## config.mk

```make
export PLATFORM = sky130hd
export DESIGN_NAME = frame_scanout
export DESIGN_NICKNAME = d
export VERILOG_FILES = /design/src/rtl/frame_scanout.sv
export SDC_FILE = /design/constraint.sdc
export NUM_CORES = 1
export LEC_CHECK = 0
export CORE_MARGIN = 3
export CORE_UTILIZATION = 44
export DETAILED_ROUTE_END_ITERATION = 10
export PLACE_DENSITY_LB_ADDON = 0.08
export SLEW_MARGIN = 20
export SYNTH_ARGS = -nofsm -noshare
export SYNTH_HDL_FRONTEND = slang
export SYNTH_SLANG_ARGS = --single-unit
```

## constraint.sdc

```tcl
create_clock -name i_clk -period 2.15 [get_ports i_clk]
set_input_delay 0.43 -clock i_clk [delete_from_list [all_inputs] [get_ports i_clk]]
set_output_delay 0.43 -clock i_clk [all_outputs]
set_load 0.02 [all_outputs]
```

## src/rtl/frame_scanout.sv

```systemverilog
// Raster scan-out engine: walks a fixed video timing, reads pixels from
// frame memory and presents them with aligned data-enable and syncs.
module frame_scanout #(
  parameter int H_ACTIVE = 400,
  parameter int H_FP     = 8,
  parameter int H_SYNC   = 32,
  parameter int H_BP     = 40,
  parameter int V_ACTIVE = 225,
  parameter int V_FP     = 3,
  parameter int V_SYNC   = 4,
  parameter int V_BP     = 8,
  parameter bit SYNC_POL = 1'b0
) (
  input  logic       i_clk,
  input  logic       i_rst,
  input  logic       i_init_done,
  output logic       o_rd_en,
  output logic [8:0] o_rd_x,
  output logic [7:0] o_rd_y,
  input  logic [5:0] i_rd_data,
  output logic [5:0] o_rgb,
  output logic       o_de,
  output logic       o_hsync,
  output logic       o_vsync,
  output logic       o_frame_start,
  output logic [7:0] o_frame_cnt
);

  localparam int H_TOTAL = H_ACTIVE + H_FP + H_SYNC + H_BP;
  localparam int V_TOTAL = V_ACTIVE + V_FP + V_SYNC + V_BP;

  localparam logic [8:0] H_LAST = 9'(H_TOTAL - 1);
  localparam logic [8:0] H_VIS  = 9'(H_ACTIVE);
  localparam logic [8:0] HS_BEG = 9'(H_ACTIVE + H_FP);
  localparam logic [8:0] HS_END = 9'(H_ACTIVE + H_FP + H_SYNC);
  localparam logic [7:0] V_LAST = 8'(V_TOTAL - 1);
  localparam logic [7:0] V_VIS  = 8'(V_ACTIVE);
  localparam logic [7:0] VS_BEG = 8'(V_ACTIVE + V_FP);
  localparam logic [7:0] VS_END = 8'(V_ACTIVE + V_FP + V_SYNC);

  typedef enum logic {
    IDLE = 1'b0,
    SCAN = 1'b1
  } state_e;

  state_e     state_q, state_d;
  logic [8:0] h_q, h_d;
  logic [7:0] v_q, v_d;
  logic [7:0] fcnt_q, fcnt_d;
  logic       run;

  // Flag order in stage bundles: {visible, hsync, vsync, frame_start}
  logic [3:0] s0;
  logic [3:0] s1_q;
  logic [3:0] s2_q;
  logic       rd_en_q;
  logic [8:0] rd_x_q;
  logic [7:0] rd_y_q;
  logic [5:0] rgb_q;
  logic       de_q;
  logic       hs_q;
  logic       vs_q;
  logic       fs_q;

  assign run = (state_q == SCAN);

  always_ff @(posedge i_clk) begin
    if (i_rst) state_q <= IDLE;
    else       state_q <= state_d;
  end

  always_comb begin
    state_d = state_q;
    h_d     = '0;
    v_d     = '0;
    fcnt_d  = fcnt_q;
    case (state_q)
      IDLE: begin
        if (i_init_done) state_d = SCAN;
      end
      SCAN: begin
        h_d = h_q;
        v_d = v_q;
        if (h_q == H_LAST) begin
          h_d = '0;
          if (v_q == V_LAST) begin
            v_d    = '0;
            fcnt_d = fcnt_q + 8'd1;
          end else begin
            v_d = v_q + 8'd1;
          end
        end else begin
          h_d = h_q + 9'd1;
        end
      end
      default: state_d = IDLE;
    endcase
  end

  always_comb begin
    s0    = '0;
    s0[3] = run && (h_q < H_VIS) && (v_q < V_VIS);
    s0[2] = run && (h_q >= HS_BEG) && (h_q < HS_END);
    s0[1] = run && (v_q >= VS_BEG) && (v_q < VS_END);
    s0[0] = run && (h_q == '0) && (v_q == '0);
  end

  // Memory answers one clock after the strobe, so the pixel is
  // captured straight into the output register at stage 3.
  always_ff @(posedge i_clk) begin
    if (i_rst) begin
      h_q     <= '0;
      v_q     <= '0;
      fcnt_q  <= '0;
      s1_q    <= '0;
      s2_q    <= '0;
      rd_en_q <= 1'b0;
      rd_x_q  <= '0;
      rd_y_q  <= '0;
      rgb_q   <= '0;
      de_q    <= 1'b0;
      hs_q    <= !SYNC_POL;
      vs_q    <= !SYNC_POL;
      fs_q    <= 1'b0;
    end else begin
      h_q     <= h_d;
      v_q     <= v_d;
      fcnt_q  <= fcnt_d;
      s1_q    <= s0;
      s2_q    <= s1_q;
      rd_en_q <= s0[3];
      if (s0[3]) begin
        rd_x_q <= h_q;
        rd_y_q <= v_q;
      end
      rgb_q <= s2_q[3] ? i_rd_data : 6'd0;
      de_q  <= s2_q[3];
      hs_q  <= s2_q[2] ? SYNC_POL : !SYNC_POL;
      vs_q  <= s2_q[1] ? SYNC_POL : !SYNC_POL;
      fs_q  <= s2_q[0];
    end
  end

  assign o_rd_en       = rd_en_q;
  assign o_rd_x        = rd_x_q;
  assign o_rd_y        = rd_y_q;
  assign o_rgb         = rgb_q;
  assign o_de          = de_q;
  assign o_hsync       = hs_q;
  assign o_vsync       = vs_q;
  assign o_frame_start = fs_q;
  assign o_frame_cnt   = fcnt_q;

endmodule

```

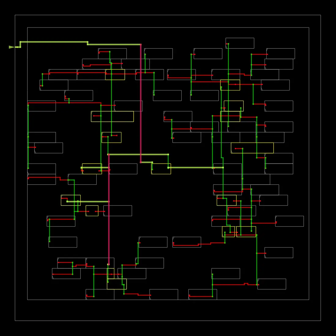
run_1/clock_nets.png
worst skew pair latency: 0.33 ns
clk_skew: 0.00795 ns
Flops: 61
CLK BUF: 11
Num CTS Buffers: 9

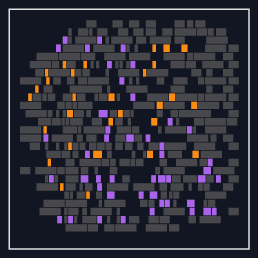
run_1/gates.png
Scale: 3 px per um.
nor cells: drawn in orange, cells 29, most used nor2_1. aoi and oai cells: drawn in purple, cells 46, most used a21oi_1.

==> out/results.ini, run 1 <==
[run_status]
status = completed

[power_and_ir_drop]
power.density_nw_per_um2 = 745
p_sw_mw = 0.497
combPwrFrac_pct = 3.6
worst_ir_drop_vdd_mv = 0.449

[yosys]
fa_ha_area_share_pct = 2.64
topCombFamilyByArea = simple AND/OR/NAND/NOR gates
edf_count = 0
syn_area_per_cell_sq_um = 8.85
ys_seq_share_pct = 51.5
common_cells = 61 x dfxtp_1, 41 x nand2_1, 30 x a21oi_1, 16 x nor2_1, 12 x clkbuf_1

[detailed_routing]
met1Wirelength_um = 2440
wl_per_cell_um = 12.6
via_per_inst = 5.00

[floorplan]
fp_util_pct = 45.8
ioPinCount = 45

[clock_tree]
cts_resized = 0
cts-root-buf = clkbuf_8

[critical_path]
cpMostUsedCell = or4_1
crit_family = simple AND/OR/NAND/NOR gates
critPathMaxFanout = 8

[hold_path]
hold_class = flop to flop

[finish]
clk_share_pct = 7.29
n_antenna_cell = 0
regArea_sq_um = 1220
num-nonclk-buffers = 63
fin_cells = 400
comb_cells = 183
comb_area_sq_um = 1060

[global_routing]
antenna_found_initial = 0
grt_usage_pct = 17.3

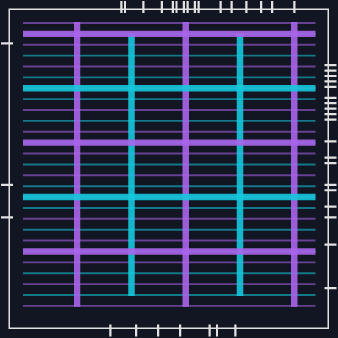
run_1/floorplan.png
Scale: 4 px per um. Pins as bars on the die edge.
VSS: drawn in purple. VDD: drawn in cyan.
5 straps on met5. The core has 26 rows. 27 met1 rails follow the rows. 5 straps on met4. 45 signal pins sit on the boundary.

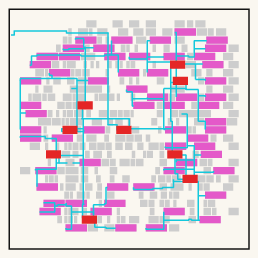
run_1/clock_wires.png
Scale: 3 px per um.
clock-net drivers: drawn in red, count 9. flip-flops: drawn in magenta, count 61. clock wires: drawn in cyan, length 759 um.
There are 10 routed clock nets. Position of the flops: all over the die.
clock share of power: 48.6%
power in the clock group: 1.16 mW

## run 1: worst reg2reg max path, cell delays in order (launching register included)
cell,delay [ns]
dfxtp_1,0.47
inv_2,0.10
or4_1,0.67
or4_1,0.51
a21oi_1,0.14
## run 1: power groups by stage
stage	clock (mW)	sequential [mW]	combinational [mW]
after floorplan	0	1.17	0.0371
after global placement	0	1.17	0.0866
after detailed placement	0	1.17	0.0864
after CTS	1.19	1.14	0.0868
after global routing	1.25	1.14	0.0935
final	1.16	1.14	0.0855
## run 1: through the flow
stage / util (%) / hold WS (ns)
2_1_floorplan: - / 0.356
3_3_place_gp: 57.5 / 0.360
3_5_place_dp: 57.5 / 0.364
4_1_cts: 62.0 / 0.379
5_1_grt: 62.1 / 0.390
6_report: 62.1 / 0.375
## run 1: state kept, by name, summed over array words and instances (netlist names)
name / flops
o_vsync: 1
o_frame_cnt: 8
o_hsync: 1
s1_q: 4
o_de: 1
o_rgb: 6
o_rd_x: 9
o_rd_y: 8
run: 1
o_frame_start: 1
v_q: 8
h_q: 9
s2_q: 4
## run 1: how the worst max path moves through the flow
stage | from | endpoint | cells after the start
final | v_q[3]$_SDFFE_PP0N_ | o_frame_cnt[5]$_SDFFE_PP0P_ | 4
after global routing | v_q[3]$_SDFFE_PP0N_ | o_frame_cnt[6]$_SDFFE_PP0P_ | 4
after CTS | h_q[0]$_SDFF_PP0_ | v_q[3]$_SDFFE_PP0N_ | 6
after detailed placement | h_q[0]$_SDFF_PP0_ | v_q[3]$_SDFFE_PP0N_ | 6
after global placement | h_q[0]$_SDFF_PP0_ | v_q[3]$_SDFFE_PP0N_ | 6
after floorplan | h_q[0]$_SDFF_PP0_ | o_frame_cnt[4]$_SDFFE_PP0P_ | 6
## Run 2: what changed since run 1
--- a/config.mk
+++ b/config.mk
@@ -8,6 +8,7 @@
 export CORE_MARGIN = 3
 export CORE_UTILIZATION = 44
 export DETAILED_ROUTE_END_ITERATION = 10
+export MAX_ROUTING_LAYER = met4
 export PLACE_DENSITY_LB_ADDON = 0.08
 export SLEW_MARGIN = 20
 export SYNTH_ARGS = -nofsm -noshare
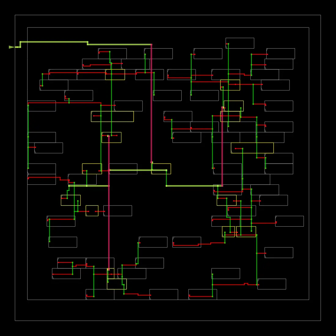
run_2/clock_nets.png
clk_skew: 0.00795 ns
number of clock sinks: 61

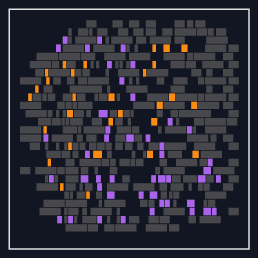
run_2/gates.png
Scale: 3 px per um.
nor cells: drawn in orange, cells 29, most used nor2_1. aoi and oai cells: drawn in purple, cells 46, most used a21oi_1.

==> run 2 against run 1 <==
Effect of this change: clock skew about the same; worst hold slack improved by 0.0015 ns; final area unchanged; synthesized cell count unchanged.
==> out/results.ini, run 2 <==
[floorplan]
die_area_sq_um = 6310  ; unchanged
ioPinCount = 45  ; unchanged
fp_util_pct = 45.8  ; unchanged

[detailed_routing]
antenna_left = 0  ; unchanged
via_per_inst = 5.03  ; was 5.00
wl_per_cell_um = 12.6  ; about the same
met1Wirelength_um = 2440  ; about the same

[yosys]
syn_area_per_cell_sq_um = 8.85  ; unchanged
edf_count = 0  ; unchanged
synthCells = 268  ; unchanged
ff_type = dfxtp_1  ; unchanged
common_cells = 61 x dfxtp_1, 41 x nand2_1, 30 x a21oi_1, 16 x nor2_1, 12 x clkbuf_1  ; unchanged
ys_seq_share_pct = 51.5  ; unchanged

[clock_tree]
cts-root-buf = clkbuf_8  ; unchanged
cts_resized = 0  ; unchanged
cts_buffers = 9  ; unchanged
worstSkewPairLatency_ns = 0.33  ; about the same

[power_and_ir_drop]
swShare_pct = 20.7  ; was 20.8%
combPwrFrac_pct = 3.6  ; about the same
p_seq_mw = 1.14  ; about the same
worst_ir_drop_vdd_mv = 0.448  ; was 0.449 mV
powerComb_mw = 0.0853  ; was 0.0855 mW
power.density_nw_per_um2 = 745  ; about the same
p_clk_share_pct = 48.6  ; about the same
top_power_group = clock  ; unchanged
p_sw_mw = 0.496  ; was 0.497 mW

[critical_path]
critPathMaxFanout = 8  ; unchanged
required_ns = 2.41  ; about the same
cpMostUsedCell = or4_1  ; unchanged
endpoint = o_frame_cnt[5]$_SDFFE_PP0P_  ; unchanged
cp.arrival_ns = 2.22  ; about the same

[finish]
n_antenna_cell = 0  ; unchanged
final_core_utilization_pct = 62.1  ; unchanged
layout-drive-gt1-share_pct = 11.8  ; unchanged
regArea_sq_um = 1220  ; unchanged
lay_top_count = dfxtp_1  ; unchanged
comb_area_sq_um = 1060  ; unchanged

[sta]
holdWs_ns = 0.376  ; was 0.375 ns

[global_routing]
antenna_found_initial = 0  ; unchanged
met1_usage_pct = 21.4  ; was 21.5%
overflow = 0  ; unchanged
grt_usage_pct = 17.7  ; was 17.3%

[flow_run]
log.warning_count = 28  ; unchanged

[run_status]
status = completed  ; unchanged

[hold_path]
hold_class = flop to flop  ; unchanged

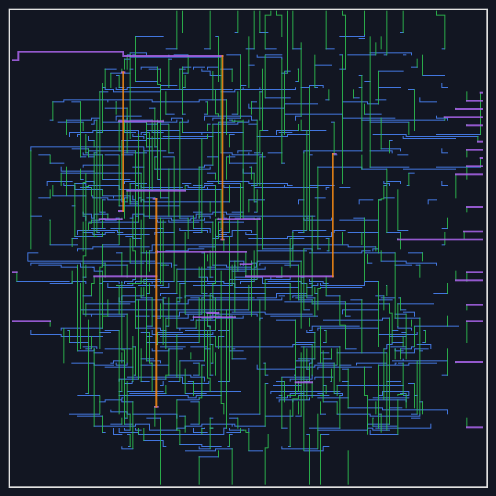
run_2/layers.png
Scale: 6 px per um.
M3: drawn in purple, wire length 191 um. M1: drawn in blue, wire length 2440 um. M4: drawn in orange, wire length 109 um. M2: drawn in green, wire length 2290 um.

-- run 2: cell counts after synthesis --
Identical to the previous run, type by type.
-- run 2: worst min-delay path by stage --
stage / to / slack, ns / from
3_3_place_gp: o_vsync$_SDFF_PP1_ / 0.36 / s2_q[1]$_SDFF_PP0_
3_5_place_dp: o_vsync$_SDFF_PP1_ / 0.36 / s2_q[1]$_SDFF_PP0_
6_report: o_vsync$_SDFF_PP1_ / 0.38 / s2_q[1]$_SDFF_PP0_
5_1_grt: o_vsync$_SDFF_PP1_ / 0.39 / s2_q[1]$_SDFF_PP0_
2_1_floorplan: o_hsync$_SDFF_PP1_ / 0.36 / s2_q[2]$_SDFF_PP0_
4_1_cts: o_vsync$_SDFF_PP1_ / 0.38 / s2_q[1]$_SDFF_PP0_
-- run 2: critical path: cells and delay by family, from the launching register on --
family          cells  cell delay [ns]
simple gates        2             1.18
flops               1             0.47
compound gates      1             0.14
buf+inv             1             0.10
-- run 2: through the flow --
step | worst slack [ns] | instances
floorplan | 0.321 | 268
global placement | 0.233 | 384
detailed placement | 0.160 | 384
CTS | 0.134 | 400
global route | 0.0818 | 400
finish | 0.194 | 400
-- run 2: cells by family after synthesis --
kind of cell	share of synthesized area, %
simple gates	26.4
flops	51.5
compound gates	11.2
buf+inv	4.06
xor+xnor	3.32
fa+ha+maj	2.64
mux	0.844
-- run 2: cell type report --
| cell class | count | share of cell area [%] |
|---|---|---|
| flip-flops and latches | 61 | 38.0 |
| clock inverters | 5 | 2.57 |
| multi-input cells | 183 | 33.0 |
| well taps | 70 | 2.73 |
| repair buffers | 63 | 18.2 |
| clock buffers | 11 | 4.72 |
| inverters | 7 | 0.818 |
## Run 3: what changed since run 2
--- a/config.mk
+++ b/config.mk
@@ -5,6 +5,7 @@
 export SDC_FILE = /design/constraint.sdc
 export NUM_CORES = 1
 export LEC_CHECK = 0
+export CORE_ASPECT_RATIO = 1.25
 export CORE_MARGIN = 3
 export CORE_UTILIZATION = 44
 export DETAILED_ROUTE_END_ITERATION = 10
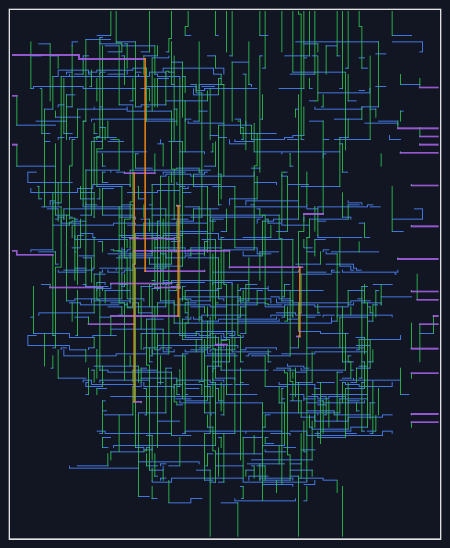
run_3/layers.png
Scale: 6 px per um.
M2: drawn in green, wire length 2660 um. M3: drawn in purple, wire length 196 um. M4: drawn in orange, wire length 103 um. M1: drawn in blue, wire length 2330 um.
routed wire length: 5290 um
DR vias: 2036
DR WL/cell: 13.5 um

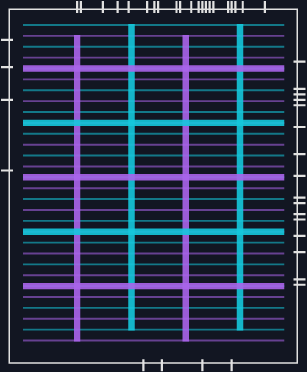
run_3/floorplan.png
Scale: 4 px per um. Pins as bars on the die edge.
VDD: drawn in cyan. VSS: drawn in purple.
45 signal pins sit on the boundary. 5 straps on met5.

==> run 3 against run 2 <==
Effect of this change: via count rose by 1.2%; cell count fell by 1.8%; clock-buffer cell count fell by 1; combinational power fell by 0.5%; register-to-register slack got worse by 0.05 ns; sequential power barely moved; largest power group is now sequential cells.
==> out/results.ini, run 3 <==
[power_and_ir_drop]
combPwrFrac_pct = 3.6  ; about the same
worst_ir_drop_vdd_mv = 0.756  ; was 0.448 mV
p_sw_mw = 0.500  ; was 0.496 mW
swShare_pct = 21.5  ; was 20.7%

[detailed_routing]
met1Wirelength_um = 2330  ; was 2440 um
via_per_inst = 5.18  ; was 5.03

[yosys]
common_cells = 61 x dfxtp_1, 41 x nand2_1, 30 x a21oi_1, 16 x nor2_1, 12 x clkbuf_1  ; unchanged
syn_area_per_cell_sq_um = 8.85  ; unchanged
ff_type = dfxtp_1  ; unchanged
ys_seq_share_pct = 51.5  ; unchanged

[finish]
lay_top_count = dfxtp_1  ; unchanged
fin_cells = 393  ; was 400
comb_area_sq_um = 1050  ; was 1060 sq um
final_core_utilization_pct = 61.8  ; was 62.1%
layout-drive-gt1-share_pct = 11.5  ; was 11.8%
n_antenna_cell = 0  ; unchanged

[flow_run]
log.warning_count = 28  ; unchanged

[critical_path]
cp.buffers_inverters = 1  ; unchanged
cp.arrival_ns = 2.26  ; was 2.22 ns

[clock_tree]
cts.sinks = 61  ; unchanged
cts_buffers = 9  ; unchanged
worstSkewPairLatency_ns = 0.33  ; about the same

[sta]
holdWs_ns = 0.376  ; about the same

[place]
dp_worst_setup_slack_ns = 0.169  ; was 0.160 ns
placed_cells = 377  ; was 384

[global_routing]
antenna_found_initial = 0  ; unchanged

[hold_path]
hold_class = flop to flop  ; unchanged

[floorplan]
die_area_sq_um = 6310  ; about the same

[run_status]
status = completed  ; unchanged

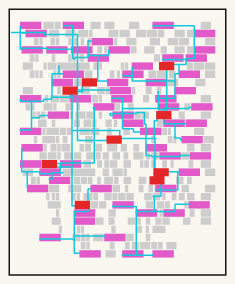
run_3/clock_wires.png
Scale: 3 px per um.
clock wires: drawn in cyan, length 765 um. clock-net drivers: drawn in red, count 9. flip-flops: drawn in magenta, count 61.
There are 10 routed clock nets. Position of the flops: all over the die.
clock share of power: 47.2%
clk_skew: 0.00605 ns
power in the clock group: 1.10 mW

==> run 3: cell type report <==
class                      instances  share of cell area, %
clock buffer                      10                   4.01
tap                               62                   2.44
timing repair buffer              64                   18.5
clock inverter                     6                   2.75
multi-input combinational        183                   33.1
inverter                           7                  0.825
sequential                        61                   38.3
==> run 3: path summary, 6_finish.rpt <==
path                                          from                   to  slack, ns  cells after the start
worst min-delay path            s2_q[1]$_SDFF_PP0_   o_vsync$_SDFF_PP1_       0.38                      1
worst max register to register   h_q[0]$_SDFF_PP0_  v_q[3]$_SDFFE_PP0N_       0.15                      6
worst max-delay path             h_q[0]$_SDFF_PP0_  v_q[3]$_SDFFE_PP0N_       0.15                      6
worst min register to register  s2_q[1]$_SDFF_PP0_   o_vsync$_SDFF_PP1_       0.38                      1
==> run 3: power groups by stage <==
| stage | Clock [mW] | Sequential, mW | Combinational, mW |
|---|---|---|---|
| 3_5_place_dp | 0 | 1.17 | 0.0853 |
| 4_1_cts | 1.12 | 1.14 | 0.0857 |
| 3_3_place_gp | 0 | 1.17 | 0.0854 |
| 5_1_grt | 1.18 | 1.14 | 0.0928 |
| 2_1_floorplan | 0 | 1.17 | 0.0371 |
| 6_report | 1.10 | 1.14 | 0.0849 |
==> run 3: routing by layer <==
metal | up-vias | track usage (%)
met5 | - | -
met4 | 0 | 10.1
met3 | 10 | 4.36
met2 | 42 | 30.4
met1 | 949 | 20.6
li1 | 1035 | -
==> run 3: kinds of logic (layout without fill, tap and decap cells) <==
group	after synthesis	after routing	share of synthesized area (%)
AND/OR/NAND/NOR	120	120	26.4
flip-flops	61	61	51.5
AND-OR/OR-AND	47	47	11.2
buffers and inverters	24	87	4.06
XOR/XNOR	9	9	3.32
adder cells (fa/ha/maj)	5	5	2.64
multiplexers	2	2	0.844
Power is estimated from default activity; no workload was simulated.
